File: src/rtl/pool2d_if.sv
// Stream bundle for pool2d_stream: pixel input channel, pooled output channel
// and the per-frame mode select.
interface pool2d_if #(
    parameter int DATA_W = 32
);
    logic                     mode;
    logic                     in_valid;
    logic signed [DATA_W-1:0] in_data;
    logic                     in_ready;
    logic                     out_valid;
    logic signed [DATA_W-1:0] out_data;
    logic                     out_ready;
    logic                     out_last;
    logic                     frame_done;

    modport slave (
        input  mode, in_valid, in_data, out_ready,
        output in_ready, out_valid, out_data, out_last, frame_done
    );

    modport master (
        output mode, in_valid, in_data, out_ready,
        input  in_ready, out_valid, out_data, out_last, frame_done
    );
endinterface

File: src/rtl/pool2d_stream.sv
// Streaming 2x2 / stride-2 max or average pooling over a raster-order pixel
// stream, holding one input row in a buffer.
module pool2d_stream #(
    parameter int DATA_W = 32,
    parameter int FM_W   = 6,
    parameter int FM_H   = 6
) (
    input  logic      clk,
    input  logic      rst,
    pool2d_if.slave   bus
);
    localparam int OUT_W = FM_W / 2;
    localparam int OUT_H = FM_H / 2;
    localparam int COL_W = $clog2(FM_W);
    localparam int ROW_W = $clog2(FM_H);

    localparam logic [COL_W-1:0] COL_LAST     = COL_W'(FM_W - 1);
    localparam logic [ROW_W-1:0] ROW_LAST     = ROW_W'(FM_H - 1);
    localparam logic [COL_W-1:0] WIN_COL_LAST = COL_W'(2 * OUT_W - 1);
    localparam logic [ROW_W-1:0] WIN_ROW_LAST = ROW_W'(2 * OUT_H - 1);

    logic [COL_W-1:0]         col;
    logic [ROW_W-1:0]         row;
    logic                     mode_q;
    logic signed [DATA_W-1:0] left;
    logic signed [DATA_W-1:0] row_buf [FM_W];

    logic                     out_valid_q;
    logic signed [DATA_W-1:0] out_data_q;
    logic                     out_last_q;

    logic                     accept;
    logic                     win_done;
    logic                     win_final;
    logic signed [DATA_W-1:0] top_l;
    logic signed [DATA_W-1:0] top_r;
    logic signed [DATA_W+1:0] sum;
    logic signed [DATA_W-1:0] avg;
    logic signed [DATA_W-1:0] max_top;
    logic signed [DATA_W-1:0] max_bot;
    logic signed [DATA_W-1:0] max_all;
    logic signed [DATA_W-1:0] result;

    assign bus.in_ready   = !out_valid_q || bus.out_ready;
    assign bus.out_valid  = out_valid_q;
    assign bus.out_data   = out_data_q;
    assign bus.out_last   = out_last_q;
    assign bus.frame_done = out_valid_q && bus.out_ready && out_last_q;

    assign accept = bus.in_valid && bus.in_ready;
    // Odd row + odd col closes a window; a trailing odd column/row never does.
    assign win_done  = accept && row[0] && col[0];
    assign win_final = (row == WIN_ROW_LAST) && (col == WIN_COL_LAST);

    always_comb begin
        // col is odd whenever the window result is used, so col-1 is its even partner.
        top_l   = row_buf[col - COL_W'(1)];
        top_r   = row_buf[col];
        sum     = {{2{top_l[DATA_W-1]}}, top_l} + {{2{top_r[DATA_W-1]}}, top_r}
                + {{2{left[DATA_W-1]}}, left}   + {{2{bus.in_data[DATA_W-1]}}, bus.in_data};
        avg     = DATA_W'(sum >>> 2);
        max_top = (top_r > top_l) ? top_r : top_l;
        max_bot = (bus.in_data > left) ? bus.in_data : left;
        max_all = (max_bot > max_top) ? max_bot : max_top;
        result  = mode_q ? max_all : avg;
    end

    // NOTE: the row buffer has no reset; every entry is written on an even row
    // before any odd-row window reads it, so clearing it would only cost logic.
    always_ff @(posedge clk) begin
        if (accept && !row[0]) begin
            row_buf[col] <= bus.in_data;
        end
    end

    // NOTE: state registers use non-blocking assignments so every flop samples
    // the pre-edge values, independent of statement order.
    always_ff @(posedge clk or posedge rst) begin
        if (rst) begin
            col         <= '0;
            row         <= '0;
            mode_q      <= 1'b0;
            left        <= '0;
            out_valid_q <= 1'b0;
            out_data_q  <= '0;
            out_last_q  <= 1'b0;
        end else begin
            if (accept) begin
                if (row == '0 && col == '0) begin
                    mode_q <= bus.mode;
                end
                if (row[0] && !col[0]) begin
                    left <= bus.in_data;
                end
                if (col == COL_LAST) begin
                    col <= '0;
                    row <= (row == ROW_LAST) ? '0 : row + ROW_W'(1);
                end else begin
                    col <= col + COL_W'(1);
                end
            end

            // A completing window can only occur when in_ready is high, i.e.
            // when any pending beat is being taken this same cycle.
            if (win_done) begin
                out_valid_q <= 1'b1;
                out_data_q  <= result;
                out_last_q  <= win_final;
            end else if (bus.out_ready) begin
                out_valid_q <= 1'b0;
                out_last_q  <= 1'b0;
            end
        end
    end
endmodule
File: src/flat_wrapper.sv
// flat-port wrapper written by rule: the top's interface ports become plain ports
module pool2d_stream_flat 
#(
    parameter int DATA_W = 32,
    parameter int FM_W   = 6,
    parameter int FM_H   = 6
)
  (clk, rst, bus_mode, bus_in_valid, bus_in_data, bus_out_ready, bus_in_ready, bus_out_valid, bus_out_data, bus_out_last, bus_frame_done);
  pool2d_if #(.DATA_W(DATA_W)) bus_i ();
  input  logic clk;
  input  logic rst;
  input wire logic [$bits(bus_i.mode)-1:0] bus_mode;
  input wire logic [$bits(bus_i.in_valid)-1:0] bus_in_valid;
  input wire logic [$bits(bus_i.in_data)-1:0] bus_in_data;
  input wire logic [$bits(bus_i.out_ready)-1:0] bus_out_ready;
  output wire logic [$bits(bus_i.in_ready)-1:0] bus_in_ready;
  output wire logic [$bits(bus_i.out_valid)-1:0] bus_out_valid;
  output wire logic [$bits(bus_i.out_data)-1:0] bus_out_data;
  output wire logic [$bits(bus_i.out_last)-1:0] bus_out_last;
  output wire logic [$bits(bus_i.frame_done)-1:0] bus_frame_done;
  assign bus_i.mode = bus_mode;
  assign bus_i.in_valid = bus_in_valid;
  assign bus_i.in_data = bus_in_data;
  assign bus_i.out_ready = bus_out_ready;
  assign bus_in_ready = bus_i.in_ready;
  assign bus_out_valid = bus_i.out_valid;
  assign bus_out_data = bus_i.out_data;
  assign bus_out_last = bus_i.out_last;
  assign bus_frame_done = bus_i.frame_done;
  pool2d_stream #(.DATA_W(DATA_W), .FM_W(FM_W), .FM_H(FM_H)) u_core (.clk(clk), .rst(rst), .bus(bus_i));
endmodule
File: config.mk
export PLATFORM = sky130hd
export DESIGN_NAME = pool2d_stream_flat
export DESIGN_NICKNAME = d
export VERILOG_FILES = /design/src/rtl/pool2d_if.sv /design/src/rtl/pool2d_stream.sv /design/src/flat_wrapper.sv
export SDC_FILE = /design/constraint.sdc
export NUM_CORES = 1
export LEC_CHECK = 0
export ABC_AREA = 1
export CAP_MARGIN = 40
export CELL_PAD_IN_SITES_DETAIL_PLACEMENT = 0
export CELL_PAD_IN_SITES_GLOBAL_PLACEMENT = 1
export CORE_UTILIZATION = 48
export CTS_BUF_LIST = sky130_fd_sc_hd__clkbuf_4 sky130_fd_sc_hd__clkbuf_8
export DETAILED_ROUTE_END_ITERATION = 6
export PLACE_DENSITY_LB_ADDON = 0.1
export REMOVE_ABC_BUFFERS = 1
export SKIP_CTS_REPAIR_TIMING = 1
export SYNTH_ARGS = -nofsm -noshare
export SYNTH_HDL_FRONTEND = slang
export SYNTH_SLANG_ARGS = --single-unit
File: constraint.sdc
create_clock -name clk -period 7.65 [get_ports clk]
set_clock_uncertainty 0.15 [all_clocks]
set_input_delay 1.53 -clock clk [delete_from_list [all_inputs] [get_ports clk]]
set_output_delay 1.53 -clock clk [all_outputs]
set_load 0.02 [all_outputs]
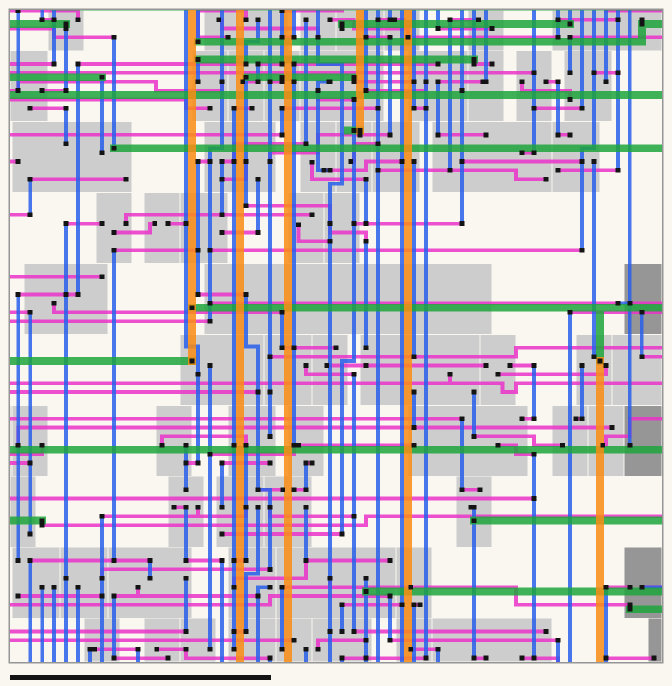
Figure 1: close-up of the layout.
The bar under the picture is 10 µm long. Region (91, 50) to (116, 75) µm. Cells in gray, sequential cells in the stronger gray; small squares are vias.
| layer | color |
|---|---|
| metal 1 | magenta |
| metal 3 | green |
| metal 2 | blue |
| metal 4 | orange |
most frequent: inv_1 (18), nand2_1 (9), a21oi_1 (8)
sequential cells in the window: 0
cells with their middle in the window: 63

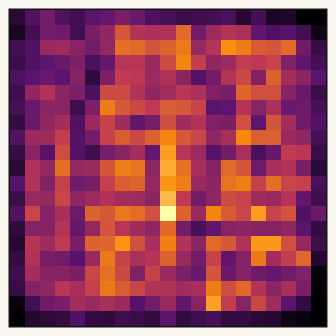
Figure 2: wire density map.
21 x 21 tiles, from black (low) to pale yellow (high), scaled to the fullest tile. Values are wire area over tile area, all layers added.
emptiest ninth of the die: top left
fullest tile: 0.66
densest ninth of the die: middle
mean over tiles: 0.26
tiles over half the peak: 28%
nearly empty tiles: 1.6%
GRT Util Overall: 0.3194
WL final: 67590 µm
vias post-DR: 18480
mean routed wirelength per cell: 21.00 µm

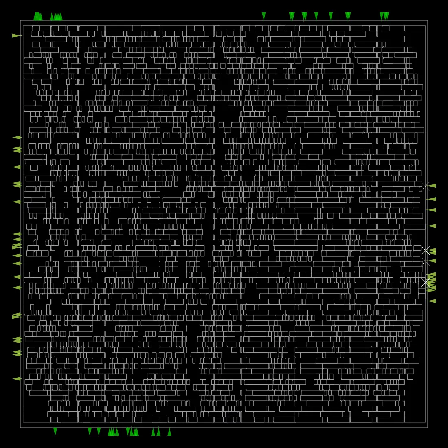
Figure 3: cell placement.
final non-filler cell total: 3218
Tap Count: 532
Core Region: 41110 µm²
Flops: 265

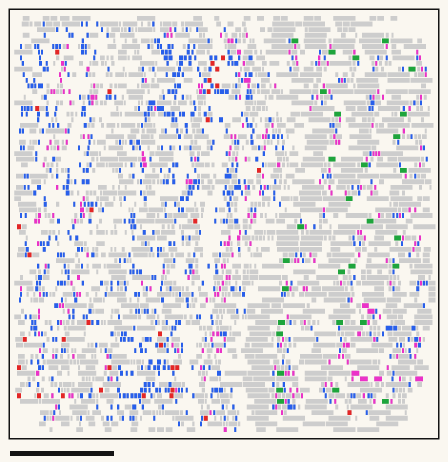
Figure 4: gate families picked out.
The bar under the picture is 50 µm long.
| family | color | cells |
|---|---|---|
| NAND gates | blue | 719 |
| multiplexers | green | 30 |
| AND and OR gates | red | 33 |
| NOR gates | magenta | 262 |
combinational share of cell area: 0.4744
Commonest Layout Cell: nand2_1

==> Slide: Implementation Results <==
Synthesis and Place & Route Summary

Run status
  • Status: finished, violations left
  • Violations in the final reports: design-rule violations

Clock tree
  • CTS tree: yes
  • H-tree depth: 2
  • Root Driver: clkbuf_8
  • Clock transition at path regs: 0.06 ns
  • Worst skew pair latency: 0.63 ns
  • Clock buffer depth: 3
  • Num CTS Buffers: between 40 and 50

Yosys
  • Asr flop ratio synth: 0.2755
  • Top cell area share: 0.2867
  • Post-Synth AOI/OAI Area: 0.1601
  • Yosys adder share: 0.1365
  • Cell area leaders: edfxtp_1 (29%), nand2_1 (10%), ha_1 (10%), dfrtp_1 (9.1%), inv_1 (6.4%)
  • Top post-synthesis cells by count: nand2_1 (555), inv_1 (343), nor2_1 (238), o21ai_0 (221), edfxtp_1 (192)
  • Yosys top cell by instances: nand2_1
  • Leading area contributor after synthesis: edfxtp_1
  • Comb area leader: simple AND/OR/NAND/NOR gates
  • Ys cells: roughly 2600
  • Dominant register cell: edfxtp_1
  • Synth flops: ~270
  • Simple Share, Synth: 0.2095
  • Yosys warns: 0
  • Netlist cell types: approximately 47
  • Post-synth EDFFs: 192
  • Post-Synthesis Mean Instance Area: 7.849 µm²

Global route
  • Initial antenna violation count: 0
  • Total congestion overflow: 0
  • GR met3 Demand/Resource: 0.06248
  • Via count of the first global-routing pass: ~18000

Timing
  • Final Cycle Share: 0.9274
  • RSZ-0062 raised after global routing: no
  • Min Hold Slack: about 0.33 ns
  • Worst Tran Pin Value: a little under 0.9 ns
  • Crit path time final: roughly 7.1 ns
  • Max Freq: 141.0 MHz
  • Relative slew slack: 0.4134
  • PnR worst setup slack: between 0.5 and 0.6 ns
  • Hold Fails Final Rpt: 0
  • Final max-slew violation count: 0

Final layout
  • Final core occ: 0.5548
  • Repair and plain buffers: 137
  • # clk buffers: slightly above 60
  • Fraction of layout cells with a size suffix above 1: 0.06999
  • Top class by area: logic gates
  • Max reg flops: 192
  • Sequential cell area: 7596 µm²
  • Sequential cell area share: 0.3331
  • Diodes inserted: 0

Drt
  • DR vias/cell: 5.742
  • Routed met1 length: approximately 31000 µm
  • Routed Antenna Nets: 0
  • Top routing layer in use: met4
  • DR DRC count: 5
  • Initial DRC count: approximately 1800

Die
  • Row count: about 74
  • Total die size: 42720 µm²
  • Die Wd: 206.7 µm
  • Floorplan utilization: 0.4892
  • Die y size: 206.7 µm

Min path
  • Hold Path Depth: 2
  • Worst Min Path Start: u_core.bus.out_data[18]$_DFFE_PP0P_
  • WHS Endpoint: u_core.bus.out_data[18]$_DFFE_PP0P_
  • Worst Hold Class: reg2reg

Job
  • Tool warnings: between 60 and 70
  • Max cap viols: 0

Setup path
  • Crit end category: flip-flop
  • Worst path max stage delay: 0.59 ns
  • Cell family with most CP delay: simple AND/OR/NAND/NOR gates
  • Max FO, Critical Path: 37
  • Reg2reg setup slack: approximately 0.56 ns
  • Worst Path Buf+Inv: 5
  • Worst setup startpoint: u_core.col[0]$_DFFE_PP0P_
  • Reg2reg end: u_core.bus.out_data[26]$_DFFE_PP0P_

Place
  • GPL Wtd Cong: about 1
  • DP HPWL: about 50000 µm

